[config.mk]
export PLATFORM = sky130hd
export DESIGN_NAME = coredma_bd_sram_reader
export DESIGN_NICKNAME = d
export VERILOG_FILES = /design/src/rtl/coredma_bd_pkg.sv /design/src/rtl/coredma_bd_rdlat_pipe.sv /design/src/rtl/coredma_bd_sram_reader.sv
export SDC_FILE = /design/constraint.sdc
export NUM_CORES = 1
export LEC_CHECK = 0
export CORE_MARGIN = 3
export CORE_UTILIZATION = 30
export CTS_CLUSTER_SIZE = 14
export DETAILED_ROUTE_END_ITERATION = 8
export DONT_BUFFER_PORTS = 1
export HOLD_SLACK_MARGIN = 0.15
export PLACE_DENSITY = 0.48
export RECOVER_POWER = 25
export SLEW_MARGIN = 40
export SYNTH_ARGS = -nofsm -noshare
export SYNTH_HDL_FRONTEND = slang
export SYNTH_SLANG_ARGS = --single-unit
[constraint.sdc]
create_clock -name CLK -period 4.45 [get_ports CLK]
set_input_delay 0.89 -clock CLK [delete_from_list [all_inputs] [get_ports CLK]]
set_output_delay 0.89 -clock CLK [all_outputs]
set_load 0.05 [all_outputs]
[src/rtl/coredma_bd_pkg.sv]
// Shared types and constants for the DMA buffer-descriptor SRAM reader.
package coredma_bd_pkg;

   localparam int ADDR_W       = 9;
   localparam int DATA_W       = 32;
   localparam int WORDS_PER_BD = 4;
   localparam int IDX_W        = ADDR_W - 2;

   typedef enum logic [1:0] {
      IDLE,
      ISSUE,
      DRAIN,
      PRESENT
   } bd_rd_state_t;

   // Word offsets inside a descriptor, used by downstream decode
   localparam int WORD_CTRL = 0;
   localparam int WORD_SRC  = 1;
   localparam int WORD_DST  = 2;
   localparam int WORD_LEN  = 3;

endpackage

[src/rtl/coredma_bd_rdlat_pipe.sv]
// Tracks issued SRAM reads until their data returns, RD_LAT cycles later.
module coredma_bd_rdlat_pipe #(
   parameter int DEPTH = 1
) (
   input  logic       clk,
   input  logic       rst,
   input  logic       flush,
   input  logic       in_valid,
   input  logic       in_retry,
   input  logic [1:0] in_word,
   output logic       out_valid,
   output logic       out_retry,
   output logic [1:0] out_word,
   output logic       pending
);

   logic [DEPTH-1:0]      vld_q;
   logic [DEPTH-1:0]      rty_q;
   logic [DEPTH-1:0][1:0] wrd_q;

   always_ff @(posedge clk) begin
      if (rst || flush) begin
         vld_q <= '0;
         rty_q <= '0;
         wrd_q <= '0;
      end else begin
         vld_q[0] <= in_valid;
         rty_q[0] <= in_retry;
         wrd_q[0] <= in_word;
         for (int i = 1; i < DEPTH; i++) begin
            vld_q[i] <= vld_q[i-1];
            rty_q[i] <= rty_q[i-1];
            wrd_q[i] <= wrd_q[i-1];
         end
      end
   end

   assign out_valid = vld_q[DEPTH-1];
   assign out_retry = rty_q[DEPTH-1];
   assign out_word  = wrd_q[DEPTH-1];

   // Entries still in flight after the one retiring this cycle
   always_comb begin
      pending = 1'b0;
      for (int i = 0; i < DEPTH - 1; i++) begin
         pending = pending | vld_q[i];
      end
   end

endmodule

[src/rtl/coredma_bd_sram_reader.sv]
// Fetches one four-word descriptor from the BD SRAM and presents it
// as a single bundle over a valid/ready handshake.
module coredma_bd_sram_reader #(
   parameter int ADDR_W       = coredma_bd_pkg::ADDR_W,
   parameter int DATA_W       = coredma_bd_pkg::DATA_W,
   parameter int WORDS_PER_BD = coredma_bd_pkg::WORDS_PER_BD,
   parameter int RD_LAT       = 1
) (
   input  logic                           CLK,
   input  logic                           RST,
   input  logic                           FLUSH,
   input  logic                           REQ_VALID,
   output logic                           REQ_READY,
   input  logic [ADDR_W-3:0]              REQ_IDX,
   output logic [ADDR_W-1:0]              R_ADDR,
   output logic                           R_EN,
   output logic                           R_DATA_EN,
   input  logic [DATA_W-1:0]              R_DATA,
   input  logic                           W_EN,
   input  logic [ADDR_W-1:0]              W_ADDR,
   output logic                           BD_VALID,
   input  logic                           BD_READY,
   output logic [ADDR_W-3:0]              BD_IDX,
   output logic [WORDS_PER_BD*DATA_W-1:0] BD_DATA
);

   import coredma_bd_pkg::*;

   localparam int IDX_W = ADDR_W - 2;

   bd_rd_state_t state_q, state_d;
   logic [IDX_W-1:0] idx_q, idx_d;
   logic [1:0]       w_q, w_d;

   logic [WORDS_PER_BD-1:0][DATA_W-1:0] words_q;

   logic       collide;
   logic       pending;
   logic       out_valid;
   logic       out_retry;
   logic [1:0] out_word;

   assign R_ADDR  = {idx_q, w_q};
   assign BD_IDX  = idx_q;
   assign BD_DATA = words_q;

   // A write landing on the word being read returns undefined data
   assign collide = W_EN && (W_ADDR == R_ADDR);

   always_comb begin
      state_d   = state_q;
      idx_d     = idx_q;
      w_d       = w_q;
      REQ_READY = 1'b0;
      R_EN      = 1'b0;
      BD_VALID  = 1'b0;
      unique case (state_q)
         IDLE: begin
            REQ_READY = !FLUSH;
            if (REQ_VALID && !FLUSH) begin
               idx_d   = REQ_IDX;
               w_d     = 2'd0;
               state_d = ISSUE;
            end
         end
         ISSUE: begin
            R_EN = 1'b1;
            if (!collide) begin
               w_d = w_q + 2'd1;
               if (w_q == 2'd3) begin
                  state_d = DRAIN;
               end
            end
         end
         DRAIN: begin
            if (!pending) begin
               state_d = PRESENT;
            end
         end
         PRESENT: begin
            BD_VALID = !FLUSH;
            if (BD_READY && !FLUSH) begin
               state_d = IDLE;
            end
         end
      endcase
      if (FLUSH) begin
         state_d = IDLE;
      end
   end

   always_ff @(posedge CLK) begin
      if (RST) begin
         state_q <= IDLE;
         idx_q   <= '0;
         w_q     <= '0;
      end else begin
         state_q <= state_d;
         idx_q   <= idx_d;
         w_q     <= w_d;
      end
   end

   coredma_bd_rdlat_pipe #(
      .DEPTH (RD_LAT)
   ) u_pipe (
      .clk       (CLK),
      .rst       (RST),
      .flush     (FLUSH),
      .in_valid  (R_EN),
      .in_retry  (collide),
      .in_word   (w_q),
      .out_valid (out_valid),
      .out_retry (out_retry),
      .out_word  (out_word),
      .pending   (pending)
   );

   always_ff @(posedge CLK) begin
      if (RST) begin
         words_q <= '0;
      end else if (!FLUSH && out_valid && !out_retry) begin
         words_q[out_word] <= R_DATA;
      end
   end

   if (RD_LAT == 2) begin : g_oreg
      logic ren_q;
      always_ff @(posedge CLK) begin
         if (RST) begin
            ren_q <= 1'b0;
         end else begin
            ren_q <= R_EN;
         end
      end
      assign R_DATA_EN = ren_q;
   end else begin : g_noreg
      assign R_DATA_EN = 1'b1;
   end

endmodule

Fig. 1: run 1, cells by drive strength
Bar = 50 um.
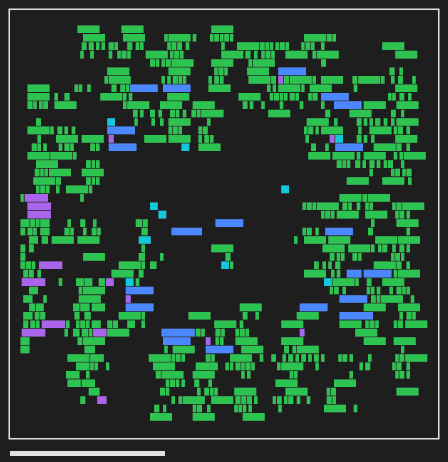
drive 2 -> purple  # cells 16, share 2.5%, most used dfxtp_2
drive 1 or less -> green  # cells 602, share 93%, most used nand2_1
drive 6 and up -> blue  # cells 21, share 3.2%, most used clkbuf_16
drive 3 to 4 -> cyan  # cells 10, share 1.5%, most used buf_4
Area Growth Syn to Fin: 12.83%
nonclk buf count: 8

Fig. 2: run 1, sequential cells colored by netlist name
Bar = 50 um. Other sequential cells in the stronger gray, the rest of the logic in the fainter gray.
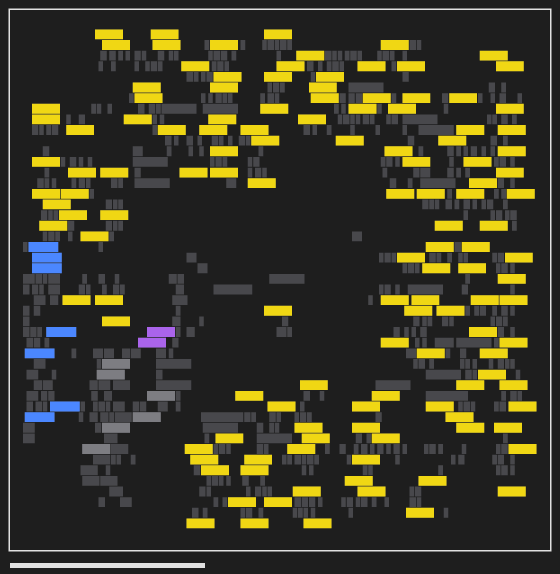
u_pipe.out_word -> purple  # sequential cells 2
BD_IDX -> blue  # sequential cells 7
BD_DATA -> yellow  # sequential cells 128, where spread over the die
not colored = 6
area occupied by registers: 2872 um^2
sequential cell area share: 0.4858

Fig. 3: run 1, wire density map
28 x 28 tiles, from dark blue (low) to red (high), scaled to the fullest tile. Values are wire area over tile area, all layers added.
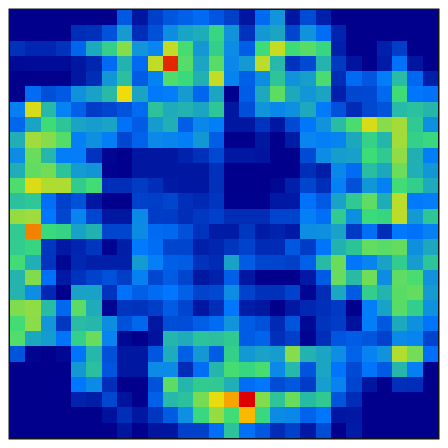
densest ninth of the die = right middle
nearly empty tiles = 16%
emptiest ninth of the die = middle
aggregate routed wire length: 15870 um
wire per inst: 18.26 um
Tot GR Track Use: 0.1612

[run 1: layout by cell type, fill, tap and decap left out, types with 2 or more instances in the layout]
cell type,instances
buf_4,5
nor2_1,3
nor3_1,3
xor2_1,2
ha_1,6
nand2b_1,2
xnor2_1,7
clkinvlp_4,4
clkinv_2,6
dfxtp_1,136
clkbuf_16,17
nand4_1,2
inv_1,5
nand2_1,270
a21oi_1,135
o21ai_0,3
dfxtp_2,7
clkbuf_1,3
bufinv_16,2
mux2i_1,2
nand3_1,9
[run 1: cell families after synthesis]
family / after synthesis / share of synthesized area
flops: 143 / 0.5465
simple gates: 300 / 0.2269
buf+inv: 60 / 0.05111
other cells: 1 / 0.0007158
fa+ha+maj: 6 / 0.01433
compound gates: 144 / 0.1416
mux: 2 / 0.003822
xor+xnor: 9 / 0.01505
[run 1: stage by stage]
stage / utilization / worst slack, ps / hold WS (ps) / std cells
finish: 0.3514 / 1361 / 524.7 / 869
global route: 0.3514 / 1061 / 528.1 / 869
global placement: 0.3172 / 1955 / 482.1 / 836
floorplan: - / 1813 / 470.9 / 665
CTS: 0.3534 / 2010 / 519.8 / 868
detailed placement: 0.3200 / 1913 / 516.1 / 837
[run 1: layer usage]
metal | track usage | routed length, um | vias to the layer above
met3 | 0.07320 | 1502 | 11
met4 | 0.04732 | 162 | 0
met1 | 0.1866 | 6583 | 2037
li1 | - | - | 2083
met2 | 0.2690 | 7617 | 187
met5 | 0 | 0 | -
[run 1: worst max path at each step]
stage                     from  cells after the start     endpoint  slack (ps)
CTS                 state_q[0]                      2     BD_VALID        2010
floorplan                FLUSH                      3    REQ_READY        1810
global route             FLUSH                      6  BD_DATA[73]        1060
finish                   FLUSH                      6  BD_DATA[70]        1360
global placement         FLUSH                      1     BD_VALID        1960
detailed placement       FLUSH                      5  BD_DATA[63]        1910
[run 1: registers in the layout (all words and copies together) (netlist names)]
name,cells
u_pipe.out_retry,1
BD_DATA,128
w_q,2
state_q,2
u_pipe.out_valid,1
BD_IDX,7
u_pipe.out_word,2
[run 1: layout make-up]
class                      count  area (um^2)  share of cell area
timing repair buffer           8        72.57             0.01228
multi-input combinational    462         2110              0.3569
tap                          220        275.3             0.04657
inverter                       5        18.77            0.003175
clock inverter                12        120.1             0.02032
clock buffer                  19        442.9             0.07494
sequential                   143         2872              0.4858
[run 1: power by group through the flow]
stage | Clock [mW] | Combinational, mW | Sequential (mW)
after floorplan | 0 | 0.0697 | 1.34
after global placement | 0 | 0.0409 | 1.35
after detailed placement | 0 | 0.0424 | 1.35
after CTS | 1.41 | 0.0425 | 1.32
after global routing | 1.47 | 0.0456 | 1.32
final | 1.37 | 0.0409 | 1.32
[run 1: worst reg2reg max path: cells and delay by family, from the launching register on]
| kind | cells | cell delay [ps] |
|---|---|---|
| simple gates | 4 | 1520 |
| buf+inv | 1 | 850 |
| flops | 1 | 320 |
| compound gates | 1 | 170 |
==> Changelog: implementation, run 1 <==
### Physical design

* Status: complete, but fails checks
* Failing checks: max-capacitance violations, max-slew violations
* Port buffer count at 0
* Placed Area at 5381 um^2
* Via Count at 4318
* # Cells Yosys at 665
* Syn_nets at 725
* Tcrit/Tclk final at 0.6942
* CP most frequent cell: nand2_1
* Crit path DAT at 3430 ps
* GPL Wtd Cong at 0.7520
* Total Neg Setup Slack at 0 ps
* Reg power frac at 0.483
* Synth Area per Inst at 7.878 um^2
* Drt initial violations at 251
* Post-Syn Instances at 665
* Chip area at 19080 um^2
* Post-route design area at 5911 um^2
* Max stage delay cell, worst path: nor2_1
* Hold Path Class: flip-flop to flip-flop
* Worst vdd ir at 254.0 uV
* Switching part of the total at 0.2215
* First-pass DRT Iterations at 5
* Chip height at 138.1 um
* Distinct cell type count after synthesis at 32
* Cell area leaders: dfxtp_1, nand2_1, a21oi_1
* Max Slew Vio Count at 33
* Post-synth top cells: nand2_1, dfxtp_1, a21oi_1, clkbuf_1, buf_2
* Fp util at 0.3115
* Post-DRT Antenna Nets at 0
* Max Cap Viol at 1
* Largest net degree at the start of global routing at 142
* Pwr dens at 463.5 nW/um^2
* Hold Crit Start: state_q[0]
* Flip-flops with a built-in enable at 0
* R2R cell count at 6
* Cell-internal power at 2.133 mW
* R2R Path Start: u_pipe.out_valid
* Root Buffer: clkbuf_16
* Final hold violation count at 0
* I/O Pins at 202
* Hold Crit Depth at 2
* Flops & latches, synth at 143
* Post-synth top area cell: dfxtp_1
* Vias in the first global route at 4173
* Post-synth area from yosys stat at 5239 um^2
* RSZ-0062 raised after global routing: no
* Clock sink count at 143
* Main flop type: dfxtp_1
* Remaining Overflow, GRT at 0
* CTS Hold Bufs at 0
* Normalized max-slew margin at -0.06392
* Initial antenna violation count at 0
* Crit. End Element: flip-flop
* Post-CTS Setup Inserts at 0
* Switching pwr at 606.8 uW
* FILL cells at 1773
* Die W at 138.1 um
* Most common cell in the netlist: nand2_1
* Worst-skew pair later-pin latency at 420 ps
* Total chip power at 2.740 mW
* Worst slew pin tran at 1591 ps
* CP max FO at 18
* Clk buf depth at 2
* Worst endpoint required time at 4790 ps
* H-tree depth at 4
* Min Clock Period, post-route at 3089 ps
* Comb pwr share at 0.015
* Final net count at 697
* Worst hold path endpoint: state_q[0]
* Routed vias/inst at 4.969
* CTS tree: yes
* Post-CTS resize count at 0
* Post-synthesis sequential area ratio at 0.5465
* Reg2Reg Setup Slack at 1520 ps
* Yosys warnings at 0
* TritonCTS Buffers at 17
* Reg2reg end: BD_DATA[70]
==> inputs of run 2 (changes only) <==
Clock period 4.45 ns to 3.1 ns, I/O delays scaled along.
Fig. 4: run 2, wire density map
28 x 28 tiles, from dark blue (low) to red (high), scaled to the fullest tile. Values are wire area over tile area, all layers added.
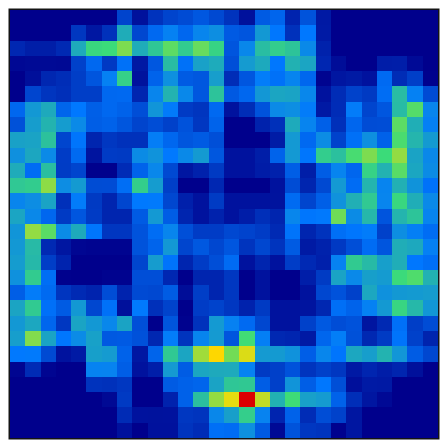
densest ninth of the die = right middle
mean over tiles = 0.14
nearly empty tiles = 17%
fullest tile = 0.74
tiles over half the peak = 3.3%
emptiest ninth of the die = middle
Via Count: 4392
Tot GR Track Use: 0.1647
wire per inst: 17.95 um

Fig. 5: run 2, sequential cells colored by netlist name
Bar = 50 um. Other sequential cells in the stronger gray, the rest of the logic in the fainter gray.
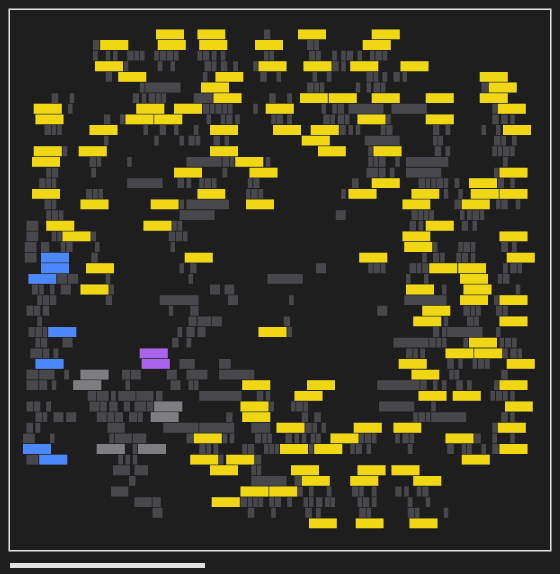
BD_IDX -> blue  # sequential cells 7
u_pipe.out_word -> purple  # sequential cells 2
BD_DATA -> yellow  # sequential cells 128, where spread over the die
sequential cell area share: 0.4706
Seq group: 1.86 mW
final core utilization: 0.3617
area occupied by registers: 2863 um^2

==> run 2 against run 1 <==
  * The flow now finishes without violations
  * Design area grew 2.9%
  * Hold slack lost 240 ps
  * First-iteration DRC count decreased by 11%
  * Sequential power increased by 41%
  * Clock power rose by 64%
  * Combinational power rose to 2.6 times the previous value
  * Non-clock buffer count increased by 12
  * Clock skew decreased by 11 ps
  * Critical path type is now flip-flop to flip-flop
==> Changelog: implementation, run 2 <==
### Physical design

* WHS at 282.0 ps
* Post-DRT Antenna Nets at 0
* Cell area leaders: dfxtp_1, nand2_1, a21oi_1
* Final worst slack at 609.1 ps
* Vias in the first global route at 4284
* Worst-skew pair later-pin latency at 410 ps
* XOR/XNOR share of the synthesized area at 0.01505
* Flip-flops with a built-in enable at 0
* Post-CTS resize count at 0
* Area fraction in mux cells at 0.003821
* Aoi share at 0.1416
* H-tree depth at 4
* Syn_nets at 725
* Dominant logic cell type in the layout: nand2_1
* Yosys warnings at 0
* Max stage delay cell, worst path: clkbuf_1
* Post-synth area from yosys stat at 5239 um^2
* Remaining Overflow, GRT at 0
* Status: finished clean
* Max Slew Vio Count at 0
* Pre-CTS WS at 960.3 ps
* Main flop type: dfxtp_1
* Final net count at 709
* Routed vias/inst at 4.980
* Total Neg Setup Slack at 0 ps
* Synth Area per Inst at 7.878 um^2
* Largest net degree at the start of global routing at 142
* Flops & latches, synth at 143
* Most common cell in the netlist: nand2_1
* GPL Wtd Cong at 0.7399
* Adders+Majority by Area at 0.01433
* CTS tree: yes
* Dominant logic cell types in the final layout: nand2_1, dfxtp_1, a21oi_1
* Pwr dens at 691.3 nW/um^2
* Max Cap Viol at 0
* Normalized max-slew margin at 0.1379
* FILL cells at 1799
* Simple Share, Synth at 0.2269
* TritonCTS Buffers at 17
* Port buffer count at 0
* Min Clock Period, post-route at 2491 ps
* Worst slew pin tran at 1293 ps
* Tcrit/Tclk final at 0.8035
* I/O Pins at 202
* Chip height at 138.1 um
* CP max FO at 5
* Root Buffer: clkbuf_16
* Post-route design area at 6083 um^2
* Die W at 138.1 um
* Clock sink count at 143
* # Cells Yosys at 665
* Worst vdd ir at 367.8 uV
* Post-synth top area cell: dfxtp_1
* Area Growth Syn to Fin at 16.12%
* Crit path DAT at 2810 ps
* Final hold violation count at 0
* Chip area at 19080 um^2
* Clk buf depth at 2
* Fp util at 0.3115
* First-pass DRT Iterations at 5
* CTS Hold Bufs at 0
* Post-synthesis sequential area ratio at 0.5465
* Post-CTS Setup Inserts at 0
* RSZ-0062 raised after global routing: no
* Hold Path Class: input pin to flip-flop
## run 2: cell counts after synthesis
Identical to the previous run, type by type.
## run 2: area by class of cell
| class | count | area [um^2] | share of cell area |
|---|---|---|---|
| clock buffers | 23 | 467.9 | 0.07692 |
| clock inverters | 9 | 180.2 | 0.02962 |
| inverters | 5 | 18.77 | 0.003085 |
| multi-input cells | 462 | 2116 | 0.3478 |
| flip-flops and latches | 143 | 2863 | 0.4706 |
| well taps | 220 | 275.3 | 0.04525 |
| repair buffers | 20 | 162.7 | 0.02674 |
## run 2: final timing paths
path,start,endpoint,slack [ps],cells after the start
max,BD_IDX[3],w_q[0],610,5
min,FLUSH,u_pipe.out_valid,280,1
min reg2reg,state_q[1],state_q[1],520,2
max reg2reg,BD_IDX[3],w_q[0],610,5
## run 2: logic make-up (layout without fill, tap and decap cells)
| kind of cell | count (synthesis) | after routing |
|---|---|---|
| adders and majority gates | 6 | 6 |
| muxes | 2 | 2 |
| DFF | 143 | 143 |
| other | 1 | 1 |
| and+or+nand+nor | 300 | 300 |
| xor gates and xnor gates | 9 | 9 |
| buffers and inverters | 60 | 57 |
| AOI/OAI and AO/OA | 144 | 144 |
## run 2: where the power goes
| part | total (mW) | internal, mW | leakage [nW] | switching [mW] |
|---|---|---|---|---|
| combinational | 0.105 | 0.0289 | 0.531 | 0.0759 |
| sequential | 1.86 | 1.85 | 1.15 | 0.0148 |
| clock | 2.24 | 1.47 | 0.312 | 0.764 |
## run 2: worst register-to-register path: stages (launching register included)
cell	delay, ps
dfxtp_1	310
clkbuf_1	940
xor2_1	200
or4_4	510
o21a_1	210
a211oi_1	240
## run 2: metal layers
| layer | part of all wire | wire length [um] | global-route usage | vias to the layer above |
|---|---|---|---|---|
| met5 | 0 | 0 | 0 | - |
| met4 | 0.016 | 248 | 0.06084 | 0 |
| met3 | 0.11 | 1666 | 0.07010 | 19 |
| met2 | 0.47 | 7507 | 0.2736 | 219 |
| met1 | 0.40 | 6413 | 0.1895 | 2049 |
| li1 | - | - | - | 2105 |
## run 2: per-stage QoR
step | std cells | total power [mW] | util
after global placement | 848 | 2.006 | 0.3226
after CTS | 880 | 4.259 | 0.3611
after global routing | 882 | 4.359 | 0.3617
after detailed placement | 848 | 2.008 | 0.3226
after floorplan | 665 | 2.022 | -
final | 882 | 4.205 | 0.3617
==> inputs of run 3 (changes only) <==
Settings changed: PLACE_DENSITY 0.48 to 0.49.
Clock period 3.1 ns to 2.1 ns, I/O delays scaled along.
Fig. 6: run 3, cells by drive strength
Bar = 50 um.
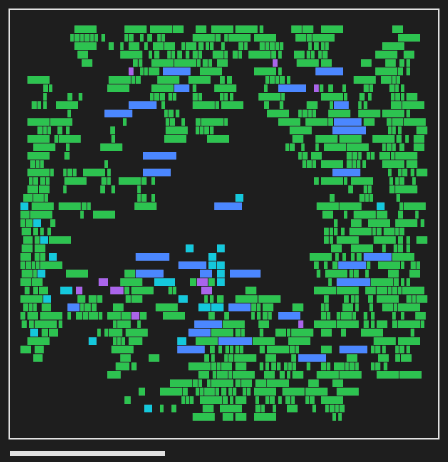
drive 1 or less -> green  # cells 695, share 92%, most used nand2_1
drive 2 -> purple  # cells 10, share 1.3%, most used clkinv_2
drive 3 to 4 -> cyan  # cells 24, share 3.2%, most used buf_4
drive 6 and up -> blue  # cells 30, share 4.0%, most used clkbuf_16
Area Growth Syn to Fin: 35.90%
nonclk buf count: 118
final worst slack: 147.9 ps
post-route design area: 7119 um^2

Fig. 7: run 3, sequential cells colored by netlist name
Bar = 50 um. Other sequential cells in the stronger gray, the rest of the logic in the fainter gray.
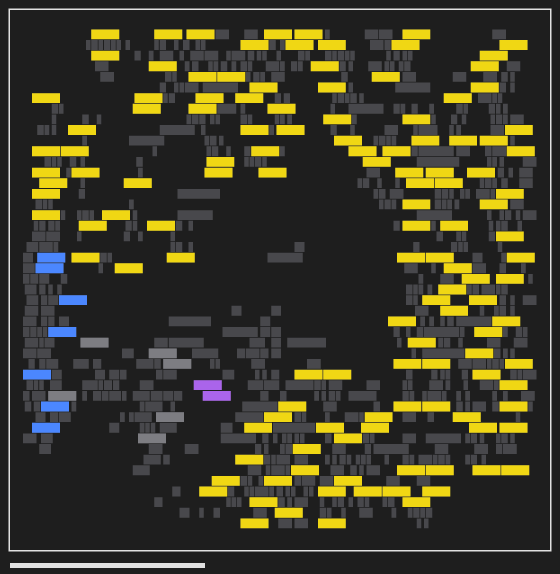
u_pipe.out_word -> purple  # sequential cells 2
BD_IDX -> blue  # sequential cells 7, where left middle
BD_DATA -> yellow  # sequential cells 128, where spread over the die
not colored = 6
Seq group: 2.75 mW
final core utilization: 0.4233
sequential cell area share: 0.4021

==> run 3 against run 2 <==
  * Non-clock buffer count grew 98
  * Global-route usage increased by 1.4 points
  * Sequential share of layout area decreased by 6.8 points
  * Routed wire length is 8.6% higher
  * Synthesized cell count unchanged
  * Design area rose by 17%
  * Largest power group unchanged
==> Changelog: implementation, run 3 <==
### Physical design

* Status: finished clean
* Reg power frac at 0.435
* CP max FO at 8
* Remaining Overflow, GRT at 0
* Flops & latches, synth at 143
* Cell-internal power at 4.991 mW
* Chip area at 19080 um^2
* H-tree depth at 4
* Dominant logic cell types in the final layout: nand2_1, dfxtp_1, a21oi_1
* Post-Syn Instances at 665
* Clock power share at 0.521
* Pwr dens at 887.7 nW/um^2
* Met3 routed WL at 1776 um
* Distinct cell type count after synthesis at 32
* First-pass DRT Iterations at 5
* Die W at 138.1 um
* CTS tree: yes
* Reg2Reg Setup Slack at 150 ps
* # Cells Yosys at 665
* Met1 Routed Length at 7074 um
* Tcrit/Tclk final at 0.9295
* Normalized max-slew margin at 0.4743
* CP most frequent cell: nand2_1
* TritonCTS Buffers at 17
* Max reg flops at 128
* Most common cell in the netlist: nand2_1
* Post-synth top cells: nand2_1, dfxtp_1, a21oi_1, clkbuf_1, buf_2
* Synth Area per Inst at 7.878 um^2
* Drt initial violations at 307
* Wire per inst at 17.56 um
* Clk buf depth at 2
* Aggregate routed wire length at 17190 um
* Final net count at 807
* Crit path DAT at 2240 ps
* Yosys warnings at 0
* Syn_nets at 725
* Via Count at 4805
* Cell area leaders: dfxtp_1, nand2_1, a21oi_1
* Worst hold path endpoint: BD_IDX[6]
* Post-CTS Setup Inserts at 0
* Hold Crit Depth at 2
* Pre-CTS WS at 257.3 ps
* Area occupied by registers at 2863 um^2
* Switching part of the total at 0.2102
* Routed wire length on met2 at 7941 um
* R2R cell count at 6
* Chip height at 138.1 um
* Min Clock Period, post-route at 1952 ps
* Hold Crit Start: REQ_IDX[6]
* Hold Path Class: input pin to flip-flop
* Switching pwr at 1.328 mW
* Largest net degree at the start of global routing at 87
* Post-synth area from yosys stat at 5239 um^2
* Dpl cells at 855
* Comb pwr share at 0.043
* Flip-flops with a built-in enable at 0
* Port buffer count at 0
* Crit path from: u_pipe.out_retry
* Highest metal used: met4
* Final hold violation count at 0
* FILL cells at 1673
run 3: kinds of logic (layout without fill, tap and decap cells):
logic type                 Yosys count  in the layout  share of synthesized area
DFF                                143            143                     0.5465
AOI/OAI and AO/OA                  144            144                     0.1416
and+or+nand+nor                    300            300                     0.2269
muxes                                2              2                   0.003822
buffers and inverters               60            154                    0.05111
other                                1              1                  0.0007158
xor gates and xnor gates             9              9                    0.01505
adders and majority gates            6              6                    0.01433
run 3: worst register-to-register path, stage by stage, from the launching register on:
cell and delay [ps]:
dfxtp_1 330, nor3b_4 240, nand2_1 140, or2_1 360, nand2_1 120, a21oi_1 80, dlygate4sd3_1 570
run 3: worst max-delay path by stage:
stage / endpoint / cells after the start
global route: BD_DATA[35] / 6
detailed placement: state_q[1] / 5
finish: BD_DATA[35] / 6
global placement: w_q[0] / 5
CTS: BD_DATA[108] / 6
floorplan: w_q[0] / 8
run 3: metrics by stage:
| stage | hold WS (ps) | TNS [ps] |
|---|---|---|
| 3_5_place_dp | 503.0 | 0 |
| 2_1_floorplan | 470.9 | 0 |
| 4_1_cts | 150.7 | 0 |
| 3_3_place_gp | 482.3 | 0 |
| 5_1_grt | 170.7 | -9.281 |
| 6_report | 173.5 | 0 |
run 3: final cells by class:
type,count,area share
well taps,220,0.03866
multi-input cells,462,0.3012
repair buffers,118,0.1649
flip-flops and latches,143,0.4021
inverters,5,0.002636
clock buffers,20,0.06415
clock inverters,11,0.02636
run 3: power by group through the flow:
stage	registers [mW]	clock network, mW	logic, mW
floorplan	2.84	0	0.148
global placement	2.81	0	0.153
detailed placement	2.81	0	0.156
CTS	2.75	3.36	0.272
global route	2.75	3.50	0.296
finish	2.75	3.29	0.274
run 3: per-layer routing:
layer	track usage	up-vias
met3	0.07700	27
li1	-	2297
met2	0.2847	215
met1	0.2128	2266
met4	0.07124	0
met5	0	-
run 3: timing repair:
item	CTS	global route
gates resized	0	5
endpoints found under the hold margin	139	0
hold buffers	93	0
endpoints found under the setup margin	0	25
Power and IR drop assume default switching activity.
